**src/rtl/strided_transpose_buffer.sv**
```systemverilog
// Ping-pong transpose buffer: accepts row-major tiles, emits strided columns
// with optional whole-tile replay.
module strided_transpose_buffer #(
  parameter int unsigned WORD_WIDTH  = 16,
  parameter int unsigned FETCH_WIDTH = 4,
  parameter int unsigned DEPTH       = 4,
  parameter int unsigned IDX_WIDTH   = 3
) (
  input  logic                              clk,
  input  logic                              rst_n,
  input  logic                              in_valid,
  output logic                              in_ready,
  input  logic [FETCH_WIDTH*WORD_WIDTH-1:0] in_data,
  output logic                              out_valid,
  input  logic                              out_ready,
  output logic [DEPTH*WORD_WIDTH-1:0]       out_data,
  input  logic [IDX_WIDTH-1:0]              range_inner,
  input  logic [IDX_WIDTH-1:0]              range_outer,
  input  logic [IDX_WIDTH-1:0]              stride,
  output logic [IDX_WIDTH-1:0]              index_inner,
  output logic [IDX_WIDTH-1:0]              index_outer
);

  localparam int unsigned ROW_W    = (DEPTH > 1) ? $clog2(DEPTH) : 1;
  localparam int unsigned COL_W    = $clog2(FETCH_WIDTH);
  localparam int unsigned ROW_BITS = FETCH_WIDTH * WORD_WIDTH;

  typedef enum logic {EMPTY = 1'b0, FULL = 1'b1} bank_state_e;

  bank_state_e          bank_q [2];
  bank_state_e          bank_d [2];
  logic                 wr_sel_q, wr_sel_d;
  logic                 rd_sel_q, rd_sel_d;
  logic [ROW_W-1:0]     wr_row_q, wr_row_d;
  logic [IDX_WIDTH-1:0] inner_q, inner_d;
  logic [IDX_WIDTH-1:0] outer_q, outer_d;
  logic [ROW_BITS-1:0]  mem [2][DEPTH];

  logic                 wr_fire, rd_fire;
  logic                 inner_last, outer_last;
  logic [IDX_WIDTH-1:0] eff_inner, eff_outer;
  logic [IDX_WIDTH-1:0] prod;
  logic [COL_W-1:0]     col;

  // Handshake flags come only from registered bank state
  assign in_ready    = (bank_q[wr_sel_q] == EMPTY);
  assign out_valid   = (bank_q[rd_sel_q] == FULL);
  assign index_inner = inner_q;
  assign index_outer = outer_q;

  assign wr_fire    = in_valid && in_ready;
  assign rd_fire    = out_valid && out_ready;
  assign eff_inner  = (range_inner == '0) ? IDX_WIDTH'(1) : range_inner;
  assign eff_outer  = (range_outer == '0) ? IDX_WIDTH'(1) : range_outer;
  assign inner_last = (inner_q == eff_inner - IDX_WIDTH'(1));
  assign outer_last = (outer_q == eff_outer - IDX_WIDTH'(1));
  assign prod       = inner_q * stride;
  assign col        = COL_W'(prod);

  // State register
  always_ff @(posedge clk) begin
    if (!rst_n) begin
      bank_q[0] <= EMPTY;
      bank_q[1] <= EMPTY;
      wr_sel_q  <= 1'b0;
      rd_sel_q  <= 1'b0;
      wr_row_q  <= '0;
      inner_q   <= '0;
      outer_q   <= '0;
    end else begin
      bank_q[0] <= bank_d[0];
      bank_q[1] <= bank_d[1];
      wr_sel_q  <= wr_sel_d;
      rd_sel_q  <= rd_sel_d;
      wr_row_q  <= wr_row_d;
      inner_q   <= inner_d;
      outer_q   <= outer_d;
    end
  end

  // Next-state: write fill and read release touch different banks
  always_comb begin
    bank_d[0] = bank_q[0];
    bank_d[1] = bank_q[1];
    wr_sel_d  = wr_sel_q;
    rd_sel_d  = rd_sel_q;
    wr_row_d  = wr_row_q;
    inner_d   = inner_q;
    outer_d   = outer_q;

    if (wr_fire) begin
      if (wr_row_q == ROW_W'(DEPTH - 1)) begin
        wr_row_d         = '0;
        bank_d[wr_sel_q] = FULL;
        wr_sel_d         = ~wr_sel_q;
      end else begin
        wr_row_d = wr_row_q + ROW_W'(1);
      end
    end

    if (rd_fire) begin
      if (!inner_last) begin
        inner_d = inner_q + IDX_WIDTH'(1);
      end else begin
        inner_d = '0;
        if (!outer_last) begin
          outer_d = outer_q + IDX_WIDTH'(1);
        end else begin
          outer_d          = '0;
          bank_d[rd_sel_q] = EMPTY;
          rd_sel_d         = ~rd_sel_q;
        end
      end
    end
  end

  // Row storage; contents survive reset
  always_ff @(posedge clk) begin
    if (rst_n && wr_fire) begin
      mem[wr_sel_q][wr_row_q] <= in_data;
    end
  end

  // Column gather from the read bank
  always_comb begin
    out_data = '0;
    for (int unsigned r = 0; r < DEPTH; r++) begin
      for (int unsigned c = 0; c < FETCH_WIDTH; c++) begin
        if (col == COL_W'(c)) begin
          out_data[r*WORD_WIDTH +: WORD_WIDTH] = mem[rd_sel_q][r][c*WORD_WIDTH +: WORD_WIDTH];
        end
      end
    end
  end

endmodule

```
**config.mk**
```make
export PLATFORM = sky130hd
export DESIGN_NAME = strided_transpose_buffer
export DESIGN_NICKNAME = d
export VERILOG_FILES = /design/src/rtl/strided_transpose_buffer.sv
export SDC_FILE = /design/constraint.sdc
export NUM_CORES = 1
export LEC_CHECK = 0
export ABC_AREA = 1
export CORE_MARGIN = 1
export CORE_UTILIZATION = 40
export DETAILED_ROUTE_END_ITERATION = 7
export PLACE_DENSITY = 0.63
export SYNTH_ARGS = -nofsm -noshare
export SYNTH_HDL_FRONTEND = slang
export SYNTH_SLANG_ARGS = --single-unit
```
**constraint.sdc**
```tcl
create_clock -name clk -period 5.44 [get_ports clk]
set_input_delay 1.088 -clock clk [delete_from_list [all_inputs] [get_ports clk]]
set_output_delay 1.088 -clock clk [all_outputs]
set_load 0.005 [all_outputs]
```
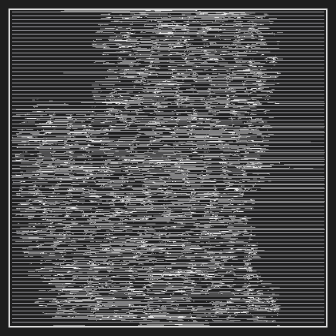
(run_1/met1.png)
Supply wires on this layer in grey.
The longest straight run is 133 um. The layer holds 45% of the routed length.

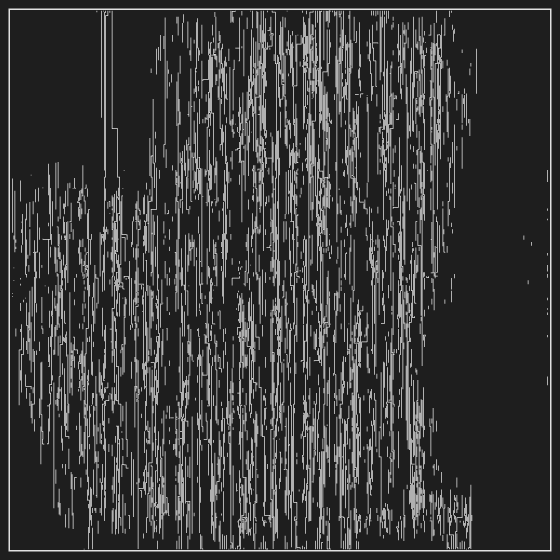
(run_1/met2.png)
The layer holds 47% of the routed length. The wires run mostly vertical. The layer carries 23.1 mm of wire. 1324 nets have wire on it. The longest straight run is 108 um.

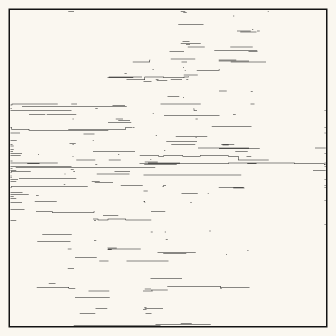
(run_1/met3.png)
The longest straight run is 101 um. The layer carries 2640 um of wire. The wires run mostly horizontal.

==> metrics.csv, run 1 <==
metric;value;unit
DRT Wirelength;49300;um
CP endpoint;out_data[4];
PortBufs;147;
yosys stat cell total;1632;
fin util;0.483;
pwr/cell area;333;nW/um^2
final worst-path setup slack;0.880;ns
Least-Margin Pin Slew;0.959;ns
Antenna diodes;5;
Critical path buffers and inverters;3;
YS warnings;0;
vias after detailed routing;12443;
setup bufs post-CTS;0;
CP startpoint;stride[0];
WHS;0.500;ns
nonclk inv count;27;
most numerous cell in the Yosys netlist;nand2_1;
Syn Inst Count;1632;
Seq share, synth;0.754;
status;complete, no violations;
VDD IR max;208;uV
htree depth;2;
GR Overflow Total;0;
top cells, area;edfxtp_1, nand2_1, mux2i_1, o2111ai_1, dfxtp_1;
Plain + repair buffers;171;
DRT met1 WL;22100;um
Design Area, Final;24800;sq um
Die H;230;um
Most Frequent Cell on Critical Path;clkdlybuf4s50_1;
drt pass-1 iters;5;
Clock-cell share;0.0653;
ratio of cells with drive above 1 in the final layout;0.0648;
tool warnings;36;
worst hold stages;1;
GR Util All Layers;0.188;
Clock transition at path regs;0.06;ns
Logic family by area;simple AND/OR/NAND/NOR gates;
sequential share of cell area;0.632;
run 1: routing by layer:
metal,vias up,global-route usage
met5,-,0
met4,12,0.0660
met3,88,0.0361
met2,315,0.293
met1,6049,0.262
li1,5979,-
run 1: power by group:
| group | internal [mW] | switching [mW] | leakage, nW |
|---|---|---|---|
| logic | 0.133 | 0.194 | 3.24 |
| registers | 4.51 | 0.0153 | 4.74 |
| clock network | 1.96 | 1.44 | 0.797 |
| total | 6.61 | 1.65 | 8.78 |
run 1: state kept, by name (all words and copies together), names as in the netlist, named ones only:
register     cells
bank_q           2
index_inner      3
index_outer      3
mem            512
rd_sel_q         1
wr_row_q         2
wr_sel_q         1
run 1: cells in the final DEF (no fill, tap or decap), types with 3 or more instances in the layout:
| master | synthesis | final |
|---|---|---|
| diode_2 | 0 | 5 |
| o2111ai_1 | 64 | 64 |
| mux2i_1 | 64 | 64 |
| clkdlybuf4s50_1 | 0 | 147 |
| nand2_1 | 811 | 811 |
| nand3_1 | 5 | 5 |
| inv_1 | 22 | 22 |
| nor2_1 | 21 | 13 |
| edfxtp_1 | 512 | 512 |
| clkinv_1 | 0 | 12 |
| o21ai_1 | 3 | 3 |
| clkbuf_1 | 38 | 12 |
| nand2_2 | 3 | 3 |
| a21oi_1 | 8 | 8 |
| dfxtp_1 | 14 | 13 |
| xor2_1 | 3 | 3 |
| nor2_4 | 4 | 12 |
| clkinv_2 | 0 | 6 |
| buf_4 | 7 | 13 |
| inv_2 | 5 | 4 |
| o21ai_0 | 4 | 4 |
| clkbuf_16 | 0 | 54 |
| buf_12 | 0 | 11 |
| ha_1 | 8 | 8 |
| clkbuf_4 | 0 | 5 |
run 1: cell families after synthesis:
kind of cell | count (synthesis)
flops | 526
compound gates | 79
buf+inv | 102
xor+xnor | 4
fa+ha+maj | 8
simple gates | 849
mux | 64
==> inputs of run 2 (changes only) <==
- clock period: 5.44 -> 4.25 ns (I/O delays scaled with it)
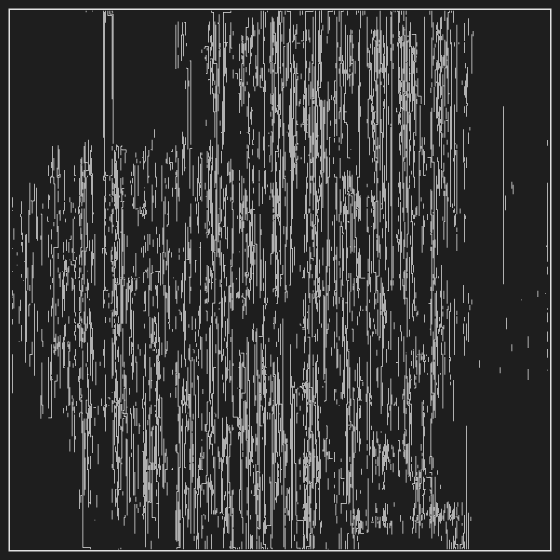
(run_2/met2.png)
The longest straight run is 119 um. 1327 nets have wire on it.

==> metrics.csv, run 2 <==
metric;value;unit;change
crit share post-route;0.977;;
drt pass-1 iters;5;;unchanged
sequential power;5.79;mW;was 4.53 mW
P_int;8.23;mW;was 6.61 mW
Seq share, synth;0.754;;unchanged
VDD IR max;323;uV;was 208 uV
DR vias/cell;4.96;;about the same
top cells, area;edfxtp_1, nand2_1, mux2i_1, o2111ai_1, dfxtp_1;;unchanged
PortBufs;147;;unchanged
most used logic cell in the final layout;nand2_1;;unchanged
WHS;0.475;ns;was 0.500 ns
setup bufs post-CTS;0;;unchanged
pwr/cell area;417;nW/um^2;was 333 nW/um^2
comb pwr;0.422;mW;was 0.328 mW
Logic pwr share;0.041;;was 0.040
tool warnings;37;;was 36
status;complete, no violations;;unchanged
clock network fraction of total power;0.401;;was 0.412
GR Util All Layers;0.183;;was 0.188
dominant power group;registers;;unchanged
CTS sink cnt;526;;unchanged
htree depth;2;;unchanged
most numerous cell in the Yosys netlist;nand2_1;;unchanged
Least-Margin Pin Slew;0.855;ns;was 0.959 ns
DRT Wirelength;48200;um;was 49300 um
worst hold stages;1;;unchanged
Critical path buffers and inverters;3;;unchanged
fin util;0.485;;was 0.483
Slew Limit Fails;0;;unchanged
Sw Share;0.207;;was 0.200
vias after detailed routing;12456;;was 12443
first-pass GRT wire length;73600;um;was 75100 um
yosys stat cell total;1632;;unchanged
Die H;230;um;unchanged
YS warnings;0;;unchanged
DRT met1 WL;22000;um;was 22100 um
Largest Register;mem;;unchanged
Seq pwr share;0.558;;was 0.548
Clock transition at path regs;0.06;ns;about the same
most frequent cells in the layout;nand2_1, edfxtp_1, clkdlybuf4s50_1;;unchanged
ratio of cells with drive above 1 in the final layout;0.0668;;was 0.0648
yosys synthesis chip area;20800;sq um;unchanged
max FFs per register;512;;unchanged
-- run 2: cell counts after synthesis --
No cell type changed its count.
-- run 2: routing by layer --
layer,vias to the layer above,GRT usage
li1,6005,-
met5,-,0
met4,10,0.0555
met3,85,0.0378
met1,6063,0.253
met2,293,0.291
-- run 2: worst paths after layout --
kind | startpoint | to | slack (ns)
worst max-delay path | stride[0] | out_data[16] | 0.1
worst min-delay path | rd_sel_q$_SDFFE_PN0P_ | bank_q[1]$_SDFF_PN0_ | 0.48
worst max register to register | bank_q[0]$_SDFF_PN0_ | mem[0][120]$_DFFE_PP_ | 2.06
worst min register to register | rd_sel_q$_SDFFE_PN0P_ | bank_q[1]$_SDFF_PN0_ | 0.48
-- run 2: cell families (layout without fill, tap and decap cells) --
logic type / count (synthesis) / in the layout / synth area share
fa+ha+maj: 8 / 8 / 0.00482
mux: 64 / 64 / 0.0308
simple gates: 849 / 849 / 0.156
flops: 526 / 526 / 0.754
compound gates: 79 / 79 / 0.0306
other cells: 0 / 4 / 0
xor+xnor: 4 / 4 / 0.00259
buf+inv: 102 / 295 / 0.0212
-- run 2: per-stage QoR --
stage / cells / area [sq um] / total power, mW / worst slack (ns)
6_report: 2509 / 24900 / 10.4 / 0.0977
5_1_grt: 2508 / 24900 / 10.7 / 0.0256
4_1_cts: 2505 / 24900 / 10.5 / 0.0773
3_5_place_dp: 2413 / 23400 / 6.33 / 0.0837
3_3_place_gp: 2413 / 23400 / 6.32 / 0.112
2_1_floorplan: 1632 / 20800 / 6.05 / -0.119
-- run 2: cell type report --
type	instances	area, sq um	area share
inverter	27	106	0.00427
timing repair buffer	176	2000	0.0804
sequential	526	15700	0.629
clock buffer	64	1320	0.0532
clock inverter	28	198	0.00794
tap	680	851	0.0342
multi-input combinational	1004	4740	0.190
antenna	4	10.0	0.000402
==> inputs of run 3 (changes only) <==
- CORE_MARGIN: 1 -> 5
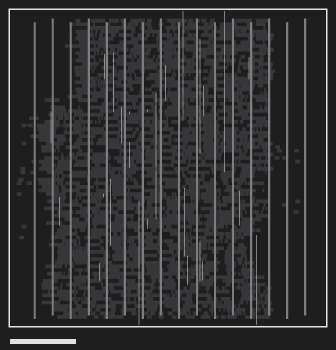
(run_3/met4.png)
The bar under the picture is 50 um long. Supply wires on this layer in grey. Cells faint in the background.
The wires run mostly vertical. 15 nets have wire on it. The layer holds 2.0% of the routed length.

==> metrics.csv, run 3 <==
metric;value;unit;change
status;complete, no violations;;unchanged
GR Overflow Total;0;;unchanged
Die H;238;um;was 230 um
Floorplan Nets;1717;;unchanged
post-layout min period;4.03;ns;was 4.15 ns
vias after detailed routing;12402;;was 12456
Hold WC Path Type;reg2reg;;unchanged
top cells by count;nand2_1, edfxtp_1, mux2i_1, o2111ai_1, clkbuf_1;;unchanged
Clock transition at path regs;0.06;ns;about the same
Syn Inst Count;1632;;unchanged
DP Area;23400;sq um;about the same
DR vias/cell;4.94;;was 4.96
ratio of cells with drive above 1 in the final layout;0.0701;;was 0.0668
Pleak;8.82;nW;was 8.80 nW
Max Clk Rate;0.248;GHz;was 0.241 GHz
DRT Wirelength;50200;um;was 48200 um
Distinct cells, synth;25;;unchanged
Design Area, Final;24900;sq um;about the same
final worst-path setup slack;0.225;ns;was 0.0977 ns
slowest stage delay, CP;0.64;ns;was 0.58 ns
CP Launch Type;primary input;;unchanged
max FFs per register;512;;unchanged
Synth Cell Area;20800;sq um;unchanged
post-synth top area cell;edfxtp_1;;unchanged
Final setup viols;0;;unchanged
CTS tree;built;;unchanged
most frequent cells in the layout;nand2_1, edfxtp_1, clkdlybuf4s50_1;;unchanged
Largest Register;mem;;unchanged
Seq share, synth;0.754;;unchanged
most numerous cell in the Yosys netlist;nand2_1;;unchanged
GR Util All Layers;0.174;;was 0.183
Worst Skew;0.0147;ns;was 0.0173 ns
VDD IR max;241;uV;was 323 uV
Worst Setup End Kind;primary output;;unchanged
Wirelength per Cell;20.0;um;was 19.2 um
yosys synthesis chip area;20800;sq um;unchanged
WHS;0.476;ns;was 0.475 ns
vias in the first global route;12298;;was 12080
drt pass-1 iters;7;;was 5
fillers;4447;;was 4403
max-cap viol count;0;;unchanged
fp util;0.404;;was 0.405
fin util;0.484;;was 0.485
Critical path buffers and inverters;3;;unchanged
first-pass GRT wire length;76300;um;was 73600 um
antenna violations before repair;9;;was 14
setup bufs post-CTS;0;;unchanged
top cells, area;edfxtp_1, nand2_1, mux2i_1, o2111ai_1, dfxtp_1;;unchanged
Most Frequent Cell on Critical Path;clkdlybuf4s50_1;;
crit share post-route;0.947;;was 0.977
placer congestion estimate;0.789;;was 0.779
CTS sink cnt;526;;unchanged
Die W;238;um;was 230 um
# placed instances;2423;;was 2413
htree depth;2;;unchanged
worst skew pair latency;0.57;ns;was 0.61 ns
top area contributor share;0.740;;unchanged
YS warnings;0;;unchanged
Most used DFF post-synth;edfxtp_1;;unchanged
Storage cell area;15700;sq um;unchanged
tool warnings;34;;was 37
total negative slack;0;ns;unchanged
logic area;4740;sq um;unchanged
die area;56600;sq um;was 52800 sq um
Final Total Pwr;10.3;mW;was 10.4 mW
Critical Path, Cell by Cell;clkdlybuf4s50_1 > nand2_2 > xor2_4 > and2_2 > buf_12 > nand2_1 > o2111ai_1 > clkdlybuf4s50_1;;was clkdlybuf4s50_1 > nand2_2 > xor2_4 > nand2_2 > buf_4 > o2111ai_1 > clkdlybuf4s50_1
I/O pin cnt;149;;unchanged
Routed Antenna Nets;0;;unchanged
PortBufs;147;;unchanged
Slew Limit Fails;0;;unchanged
Least-Margin Pin Slew;0.775;ns;was 0.855 ns
Area Growth Syn to Fin;19.7;%;was 19.8%
core area;51400;sq um;was 51300 sq um
pwr/cell area;415;nW/um^2;was 417 nW/um^2
worst path arrival time;3.18;ns;was 3.30 ns
root buffer cell;clkbuf_16;;unchanged
yosys stat cell total;1632;;unchanged
nets;1880;;was 1870
Final Hold Violation Tally;0;;unchanged
DRC viols;0;;unchanged
most used logic cell in the final layout;nand2_1;;unchanged
syn avg cell area;12.7;sq um;unchanged
fin cells;2508;;was 2509
CP max stage cell;clkdlybuf4s50_1;;unchanged
worst slack at placement;0.210;ns;was 0.0837 ns
CP top delay family;buffers and inverters;;unchanged
## run 3: area by class of cell
class | instances | area share
flip-flops and latches | 526 | 0.630
well taps | 680 | 0.0342
multi-input cells | 1004 | 0.191
clock buffers | 61 | 0.0529
diodes | 3 | 0.000302
repair buffers | 186 | 0.0815
clock inverters | 21 | 0.00624
inverters | 27 | 0.00428
## run 3: path summary, 6_finish.rpt
path                         startpoint                     to  slack (ns)  cells past startpoint
setup / recovery              stride[0]            out_data[3]        0.22                      8
hold / removal    rd_sel_q$_SDFFE_PN0P_   bank_q[1]$_SDFF_PN0_        0.48                      1
setup reg to reg   bank_q[1]$_SDFF_PN0_  mem[1][223]$_DFFE_PP_        1.96                      8
hold reg to reg   rd_sel_q$_SDFFE_PN0P_   bank_q[1]$_SDFF_PN0_        0.48                      1
## run 3: power breakdown
part	total (mW)	switching [mW]	internal, mW	leakage (nW)
combinational	0.428	0.249	0.179	3.36
clock	4.08	1.78	2.30	0.720
sequential	5.79	0.0192	5.77	4.74
total	10.3	2.05	8.25	8.82
## run 3: cell families after synthesis
| group | share of synthesized area |
|---|---|
| buffers and inverters | 0.0212 |
| AOI/OAI and AO/OA | 0.0306 |
| muxes | 0.0308 |
| DFF | 0.754 |
| adders and majority gates | 0.00482 |
| and+or+nand+nor | 0.156 |
| xor gates and xnor gates | 0.00259 |
## run 3: metal layers
metal | track usage | routed length, um | up-vias
met4 | 0.0390 | 983 | 8
met3 | 0.0336 | 2710 | 69
li1 | - | - | 5988
met5 | 0 | 58 | -
met2 | 0.287 | 24300 | 277
met1 | 0.243 | 22100 | 6060
## run 3: worst reg2reg max path: stages, from the launching register on
cell	delay, ns
dfxtp_1	0.31
inv_2	0.06
nand2_1	0.04
o21ai_1	0.12
nand2_1	0.19
nor2_1	0.20
nand2_1	0.16
nor2_4	0.55
buf_4	0.35
No activity file was given, so power comes from the tool's default toggle rates.
